## src/rtl/led_blink_pkg.sv

```systemverilog
// Shared constants, direction encoding and helpers for the LED blink/fade path.
package led_blink_pkg;

  localparam int unsigned LED_COUNT        = 8;
  localparam int unsigned PWM_BITS_DEFAULT = 8;

  typedef enum logic [1:0] {
    DIR_HOLD = 2'b00,
    DIR_UP   = 2'b01,
    DIR_DOWN = 2'b10
  } dir_e;

  // Full-scale duty for a given PWM counter width.
  function automatic int unsigned duty_max(input int unsigned bits);
    return (32'd1 << bits) - 32'd1;
  endfunction

endpackage

```

## src/rtl/led_fade_channel.sv

```systemverilog
// One LED channel: duty ramp toward the on/off target, period-aligned shadow
// copy of the duty, and the registered PWM comparator.
module led_fade_channel
  import led_blink_pkg::*;
#(
  parameter int unsigned PWM_BITS  = PWM_BITS_DEFAULT,
  parameter int unsigned FADE_STEP = 4
) (
  input  logic                clk,
  input  logic                rst_n,
  input  logic                tick_i,
  input  logic [PWM_BITS-1:0] pwm_cnt_i,
  input  logic                pwm_wrap_i,
  input  logic                led_s_i,
  input  logic                fade_en_i,
  output logic                led_o
);

  localparam int unsigned         DUTY_MAX  = duty_max(PWM_BITS);
  localparam int unsigned         SUM_W     = PWM_BITS + 1;
  localparam logic [PWM_BITS-1:0] DUTY_FULL = PWM_BITS'(DUTY_MAX);
  localparam logic [PWM_BITS-1:0] STEP      = PWM_BITS'(FADE_STEP);
  localparam logic [SUM_W-1:0]    SUM_LIMIT = SUM_W'(DUTY_MAX);

  logic [PWM_BITS-1:0] duty_q, duty_d;
  logic [PWM_BITS-1:0] shadow_q, shadow_d;
  logic                led_q, led_d;
  logic [PWM_BITS-1:0] tgt_c;
  logic [SUM_W-1:0]    up_sum_c;
  dir_e                dir_c;

  // Ramp decision, saturating step, shadow reload and PWM compare.
  always_comb begin
    tgt_c    = led_s_i ? DUTY_FULL : '0;
    dir_c    = DIR_HOLD;
    up_sum_c = {1'b0, duty_q} + {1'b0, STEP};
    duty_d   = duty_q;
    shadow_d = shadow_q;
    led_d    = 1'b0;

    if (duty_q < tgt_c) begin
      dir_c = DIR_UP;
    end else if (duty_q > tgt_c) begin
      dir_c = DIR_DOWN;
    end

    if (!fade_en_i) begin
      duty_d = tgt_c;
    end else if (tick_i) begin
      unique case (dir_c)
        DIR_UP:   duty_d = (up_sum_c > SUM_LIMIT) ? DUTY_FULL : up_sum_c[PWM_BITS-1:0];
        DIR_DOWN: duty_d = (duty_q < STEP) ? '0 : duty_q - STEP;
        default:  duty_d = duty_q;
      endcase
    end

    // Duty only reaches the comparator at a period boundary to avoid glitches.
    if (pwm_wrap_i) begin
      shadow_d = duty_q;
    end
    led_d = (shadow_q > pwm_cnt_i);
  end

  always_ff @(posedge clk or negedge rst_n) begin
    if (!rst_n) begin
      duty_q   <= '0;
      shadow_q <= '0;
      led_q    <= 1'b0;
    end else begin
      duty_q   <= duty_d;
      shadow_q <= shadow_d;
      led_q    <= led_d;
    end
  end

  assign led_o = led_q;

endmodule

```

## src/rtl/led_pwm_fader.sv

```systemverilog
// LED output stage: synchronises the on/off pattern and drives each pin with a
// PWM whose duty fades (or snaps) toward the requested state.
module led_pwm_fader
  import led_blink_pkg::*;
#(
  parameter int unsigned PWM_BITS  = PWM_BITS_DEFAULT,
  parameter int unsigned STEP_DIV  = 1024,
  parameter int unsigned FADE_STEP = 4
) (
  input  logic                 clock,
  input  logic                 MSS_RESET_N,
  input  logic [LED_COUNT-1:0] led_in,
  input  logic                 fade_en,
  output logic [LED_COUNT-1:0] LED
);

  localparam int unsigned         DUTY_MAX  = duty_max(PWM_BITS);
  localparam int unsigned         STEP_W    = (STEP_DIV > 1) ? $clog2(STEP_DIV) : 1;
  localparam logic [PWM_BITS-1:0] PWM_LAST  = PWM_BITS'(DUTY_MAX - 1);
  localparam logic [STEP_W-1:0]   STEP_LAST = STEP_W'(STEP_DIV - 1);

  logic [LED_COUNT-1:0] sync1_q;
  logic [LED_COUNT-1:0] led_s_q;
  logic [PWM_BITS-1:0]  pwm_cnt_q, pwm_cnt_d;
  logic [STEP_W-1:0]    step_cnt_q, step_cnt_d;
  logic                 pwm_wrap_c;
  logic                 tick_c;
  logic [LED_COUNT-1:0] ch_led;

  // PWM period counter (DUTY_MAX cycles) and fade-step prescaler.
  always_comb begin
    pwm_wrap_c = (pwm_cnt_q == PWM_LAST);
    tick_c     = (step_cnt_q == STEP_LAST);
    pwm_cnt_d  = pwm_wrap_c ? '0 : pwm_cnt_q + PWM_BITS'(1);
    step_cnt_d = tick_c ? '0 : step_cnt_q + STEP_W'(1);
  end

  always_ff @(posedge clock or negedge MSS_RESET_N) begin
    if (!MSS_RESET_N) begin
      sync1_q    <= '0;
      led_s_q    <= '0;
      pwm_cnt_q  <= '0;
      step_cnt_q <= '0;
    end else begin
      sync1_q    <= led_in;
      led_s_q    <= sync1_q;
      pwm_cnt_q  <= pwm_cnt_d;
      step_cnt_q <= step_cnt_d;
    end
  end

  for (genvar i = 0; i < LED_COUNT; i++) begin : g_ch
    led_fade_channel #(
      .PWM_BITS  (PWM_BITS),
      .FADE_STEP (FADE_STEP)
    ) u_ch (
      .clk        (clock),
      .rst_n      (MSS_RESET_N),
      .tick_i     (tick_c),
      .pwm_cnt_i  (pwm_cnt_q),
      .pwm_wrap_i (pwm_wrap_c),
      .led_s_i    (led_s_q[i]),
      .fade_en_i  (fade_en),
      .led_o      (ch_led[i])
    );
  end

  assign LED = ch_led;

endmodule

```

## config.mk

```make
export PLATFORM = sky130hd
export DESIGN_NAME = led_pwm_fader
export DESIGN_NICKNAME = d
export VERILOG_FILES = /design/src/rtl/led_blink_pkg.sv /design/src/rtl/led_fade_channel.sv /design/src/rtl/led_pwm_fader.sv
export SDC_FILE = /design/constraint.sdc
export NUM_CORES = 1
export LEC_CHECK = 0
export CAP_MARGIN = 20
export CORE_ASPECT_RATIO = 0.6
export CORE_MARGIN = 4
export CORE_UTILIZATION = 65
export CTS_CLUSTER_SIZE = 12
export DETAILED_ROUTE_END_ITERATION = 6
export PLACE_DENSITY = 0.86
export SKIP_LAST_GASP = 1
export SYNTH_ARGS = -nofsm -noshare
export SYNTH_HDL_FRONTEND = slang
export SYNTH_SLANG_ARGS = --single-unit
```

## constraint.sdc

```tcl
create_clock -name clock -period 6.1 [get_ports clock]
set_clock_uncertainty 0.05 [all_clocks]
set_input_delay 1.22 -clock clock [delete_from_list [all_inputs] [get_ports clock]]
set_output_delay 1.22 -clock clock [all_outputs]
set_load 0.01 [all_outputs]
```

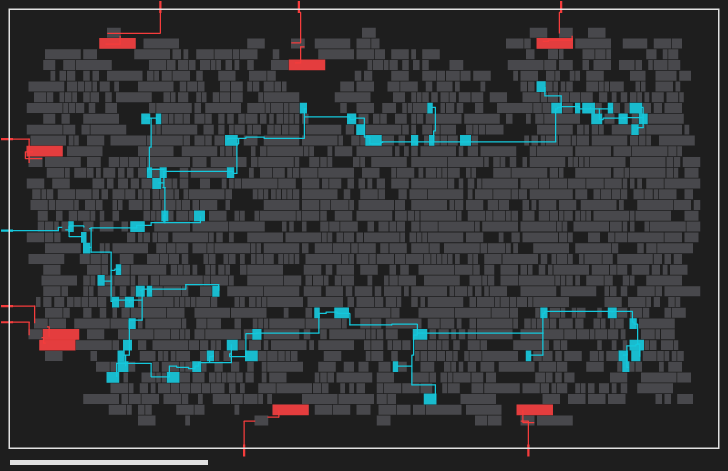
(run_1/io_fan.png)
Bar = 50 um.
Key: led_in = red [bits 8, direction input, end cells 8, wire 125 um]; fade_en = cyan [bits 1, direction input, end cells 64, wire 609 um]
number of placed I/O pins: 19
quantity of I/O buffers inserted on ports: 18

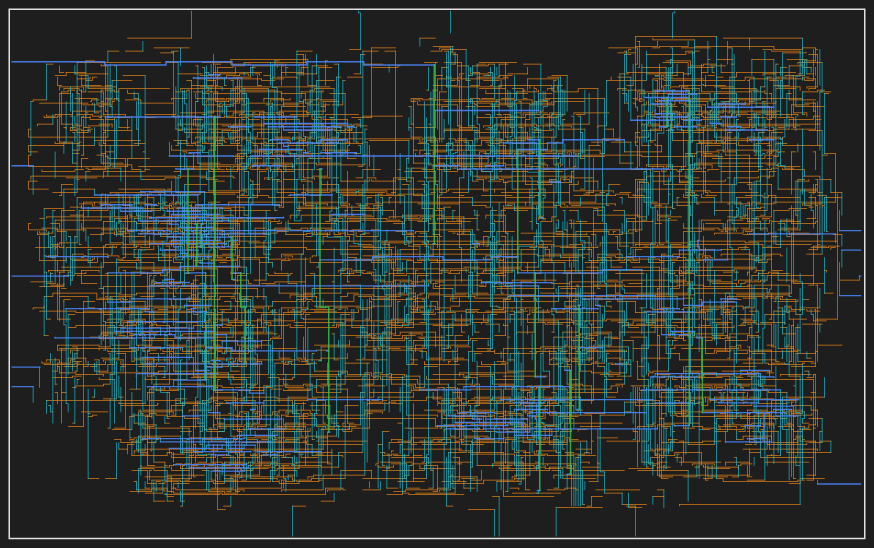
(run_1/wires.png)
Key: metal 4 = green [wire length 465 um]; metal 1 = orange [wire length 12900 um]; metal 2 = cyan [wire length 11900 um]; metal 3 = blue [wire length 2140 um]
routed wire length: 27500 um
routed len/inst: 17.7 um
count of vias placed by the detailed router: 10063
GRT Overall Usage: 28.2%

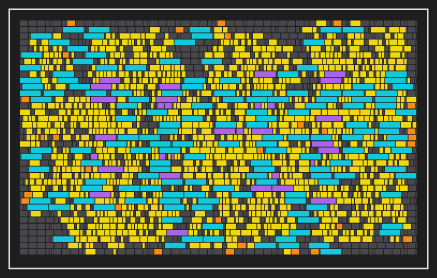
(run_1/placement_by_type.png)
Fill, decap, tap and diode cells in grey.
Key: other buffers and delay cells = orange [cells 28, share of their area 2.1%]; combinational and other logic = yellow [cells 1107, share of their area 60%]; flops = cyan [cells 154, share of their area 32%]; clock drivers and dummy loads = purple [cells 31, share of their area 5.2%]
core area: 17100 sq um
row cnt: 37
Final Core Density: 71.3%
sequential cell area share: 31.5%

==> run 1: power by group <==
group | internal, mW | total [mW] | switching [mW]
clock | 0.688 | 1.15 | 0.460
combinational | 0.286 | 0.700 | 0.414
sequential | 1.08 | 1.24 | 0.158
total | 2.05 | 3.08 | 1.03
==> run 1: cells by family (layout without fill, tap and decap cells) <==
group                    after synthesis  count (layout)  synth area share, %
AND/OR/NAND/NOR                      467             467                 19.7
AND-OR/OR-AND                        380             380                 21.4
flip-flops                           154             154                 33.9
adder cells (fa/ha/maj)              150             150                 16.4
buffers and inverters                135             129                 5.13
multiplexers                          26              26                 2.34
XOR/XNOR                              14              14                 1.08
==> run 1: final timing paths <==
path                                     endpoint  slack [ps]
min in group asynchronous  g_ch[0].u_ch.duty_q[7]         860
setup reg to reg           g_ch[4].u_ch.duty_q[7]        3030
setup / recovery           g_ch[4].u_ch.duty_q[7]        3030
hold / removal                         led_s_q[6]         300
max in group asynchronous      g_ch[3].u_ch.led_o        3870
hold reg to reg                        led_s_q[6]         300
==> run 1: Yosys cell counts, types with 5 or more instances <==
master and n:
o21ai_0 72, a21o_1 17, ha_1 147, nor3b_1 7, clkbuf_1 42, nor4_1 8, mux2i_1 21, xnor2_1 9
a211oi_1 7, a21oi_1 81, o21a_1 22, nor3_1 25, o22ai_1 11, and2_1 6, o31ai_1 17, nand4_1 23
dfrtp_1 154, nand3_1 52, a31oi_1 26, a22o_1 8, o21ai_1 40, inv_1 67, buf_2 9, nor2_1 86
nand2b_1 10, o31a_1 10, buf_4 10, nand2_1 185, or3_1 8, o211ai_1 13, xor2_1 5, and3_1 7
nor2b_1 20
==> run 1: area by class of cell <==
cell class	instances	area share, %
inverters	70	2.15
multi-input cells	1037	56.8
clock inverters	13	1.58
well taps	234	2.40
clock buffers	18	3.51
flip-flops and latches	154	31.5
repair buffers	28	2.06
==> run 1: state kept, by name (all words and copies together) (netlist names) <==
signal and count:
step_cnt_q 10, pwm_cnt_q 8, g_ch.u_ch.shadow_q 56, sync1_q 8
g_ch.u_ch.led_o 8, led_s_q 8, g_ch.u_ch.duty_q 56
==> run 1: per-layer routing <==
| layer | part of all wire, % | wire length, um |
|---|---|---|
| met3 | 7.8 | 2140 |
| met2 | 43 | 11900 |
| met5 | 0 | 0 |
| met1 | 47 | 12900 |
| met4 | 1.7 | 464 |
==> run 1: worst max-delay path: cells and delay by family (launching register included) <==
family	cells	cell delay, ps
adder cells (fa/ha/maj)	1	270
AND-OR/OR-AND	5	1420
flip-flops	1	430
AND/OR/NAND/NOR	1	130
multiplexers	1	420
buffers and inverters	1	200
==> run 1: per-stage QoR <==
stage	worst slack, ps	hold WS (ps)	std cells
3_3_place_gp	2940	281	1521
2_1_floorplan	3660	281	1326
4_1_cts	3070	300	1552
5_1_grt	2850	303	1554
3_5_place_dp	2870	285	1521
6_report	3030	297	1554
==> ds_physical_params.txt, run 1 <==
Implementation parameters

Parameter                              Value

Yosys
  Post-synth EDFFs    0
  Synth top area share    between 30% and 40%
  Number of cell instances after yosys synthesis    1326
  Leading area contributor after synthesis    dfrtp_1

Final timing
  Hold violation total from the final report    0
  Clock period minus worst slack    between 3000 and 4000 ps
  Worst max-slew margin expressed relative to the limit    27.4%

Placement
  Area after DPL    11600 sq um

Critical path
  Classification of the worst setup path    reg -> reg
  Crit. End Element    flop
  Highest fanout seen on the critical path    15

Global routing
  First-pass GRT wire length    46300 um
  Global routing's busiest layer    met1
  Vias in the first global route    9350

Finish
  Footprint of the flip-flops and latches    3850 sq um

Status
  Status    finished clean

Clock tree
  Clock tree from TritonCTS    built

Hold path
  Hold path startpoint    sync1_q[6]
  Path category of the worst min-delay check    reg -> reg

Pwr
  Final total power    around 3 mW

Floorplanning
  Chip area    19700 sq um
==> run 1 -> run 2 <==
- CORE_UTILIZATION: 65 -> 58
- PLACE_DENSITY: 0.86 -> 0.82
- clock period: 6.1 -> 2.8 ns (I/O delays scaled with it)
==> ds_physical_params.txt, run 2 <==
Implementation parameters

Parameter                              Value

Status
  Status    finished clean (unchanged)

Critical path
  Highest fanout seen on the critical path    7 (was 15)
  Classification of the worst setup path    reg -> reg (unchanged)
  Crit. End Element    flop (unchanged)

Global routing
  Vias in the first global route    9791 (was 9350)
  Initial antenna violation count    0 (unchanged)
  First-pass GRT wire length    49100 um (was 46300 um)

Placement
  Worst slack, placed    238 ps (was 2870 ps)
  Quantity of I/O buffers inserted on ports    18 (unchanged)
  Post-Place Cells    1601 (was 1521)

Hold path
  Path category of the worst min-delay check    in -> async (was reg -> reg)

Final timing
  Worst max-slew margin expressed relative to the limit    61.1% (was 27.4%)
  Clock period minus worst slack    2590 ps (was 3070 ps)
  Total negative slack for setup checks    0 ps (unchanged)
  Fin worst setup slack    206 ps (was 3030 ps)

Clock tree
  Clock transition time at the flip-flop clock pins of the worst setup and hold paths    70 ps (about the same)
  Buffer count from post-CTS setup fixing    0 (unchanged)
  Clock tree from TritonCTS    built (unchanged)

Route
  Routed wire length    29000 um (was 27500 um)
  Number of routed nets with antenna violations    0 (unchanged)
  Detail-routed via count per cell    6.31 (was 6.48)
  Count of vias placed by the detailed router    10308 (was 10063)

Yosys
  Synth top area share    33.9% (unchanged)
  Synth top cells by count    nand2_1, dfrtp_1, ha_1 (unchanged)
  Leading area contributor after synthesis    dfrtp_1 (unchanged)
  Register bit total from synthesis    154 (unchanged)
  Number of cell instances after yosys synthesis    1326 (unchanged)
  Post-synth EDFFs    0 (unchanged)
  Cell with the most instances after synthesis    nand2_1 (unchanged)

Floorplanning
  Number of placed I/O pins    19 (unchanged)
  Row cnt    39 (was 37)

Finish
  Registers with the highest flip-flop counts    g_ch.u_ch.duty_q (56), g_ch.u_ch.shadow_q (56), step_cnt_q (10) (unchanged)
==> run 2: kinds of logic after synthesis <==
kind of cell / after synthesis / synth area share [%]
flip-flops: 154 / 33.9
multiplexers: 26 / 2.34
AND-OR/OR-AND: 380 / 21.4
AND/OR/NAND/NOR: 467 / 19.7
buffers and inverters: 135 / 5.13
XOR/XNOR: 14 / 1.08
adder cells (fa/ha/maj): 150 / 16.4
==> run 2: worst paths after layout <==
kind,start,endpoint,slack [ps],cells past startpoint
setup / recovery,g_ch[7].u_ch.duty_q[2],g_ch[7].u_ch.duty_q[5],210,8
hold / removal,MSS_RESET_N,g_ch[7].u_ch.duty_q[4],50,1
setup reg to reg,g_ch[7].u_ch.duty_q[2],g_ch[7].u_ch.duty_q[5],210,8
hold reg to reg,sync1_q[5],led_s_q[5],300,0
max in group asynchronous,MSS_RESET_N,g_ch[3].u_ch.duty_q[7],1940,2
min in group clock,sync1_q[5],led_s_q[5],300,0
==> run 2: routing by layer <==
layer / GRT usage (%) / part of all wire (%) / up-vias
li1: - / - / 4886
met1: 40.3 / 48 / 4851
met2: 40.1 / 42 / 517
met3: 5.23 / 8.2 / 54
met4: 8.49 / 1.8 / 0
met5: 0 / 0 / -
==> run 2: worst max-delay path: stages (launching register included) <==
cell and delay [ps]:
dfrtp_1 480, inv_1 180, ha_1 340, nor4b_1 360, maj3_1 270, and4_1 260, and2_1 190, nor3b_2 80
a311oi_1 290
==> run 2: final cells by class <==
cell class                 instances  area (sq um)  share of cell area, %
multi-input combinational       1037          6950                   55.1
sequential                       154          3850                   30.6
timing repair buffer              74           634                   5.03
clock buffer                      18           439                   3.48
tap                              266           333                   2.64
inverter                          70           263                   2.08
clock inverter                    14           139                   1.10
==> run 2: metrics by stage <==
step | hold WS [ps] | instance area, sq um
floorplan | 214 | 11400
global placement | 283 | 12000
detailed placement | 286 | 12000
CTS | 57.0 | 12600
global route | 89.4 | 12600
finish | 46.3 | 12600
==> run 2: power by group <==
part / internal, mW / switching (mW) / total [mW]
Clock: 1.27 / 1.04 / 2.30
Combinational: 0.751 / 1.12 / 1.87
Sequential: 2.35 / 0.176 / 2.53
Total: 4.37 / 2.34 / 6.71
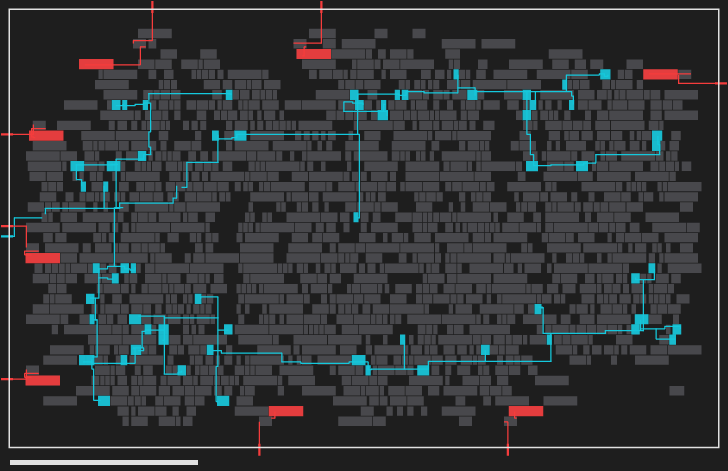
(run_2/io_fan.png)
Bar = 50 um.

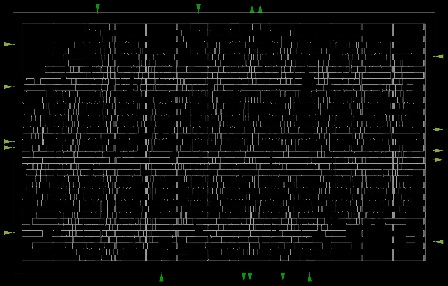
(run_2/placement.png)
sequential cell area share: 30.6%
core area: 19100 sq um
Finished Layout Cells: 1633
Fillers: 1503

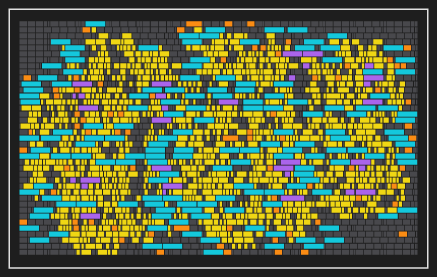
(run_2/placement_by_type.png)
Fill, decap, tap and diode cells in grey.
Final Core Density: 65.9%
post-layout instance area: 12600 sq um

Power is estimated from default activity; no workload was simulated.
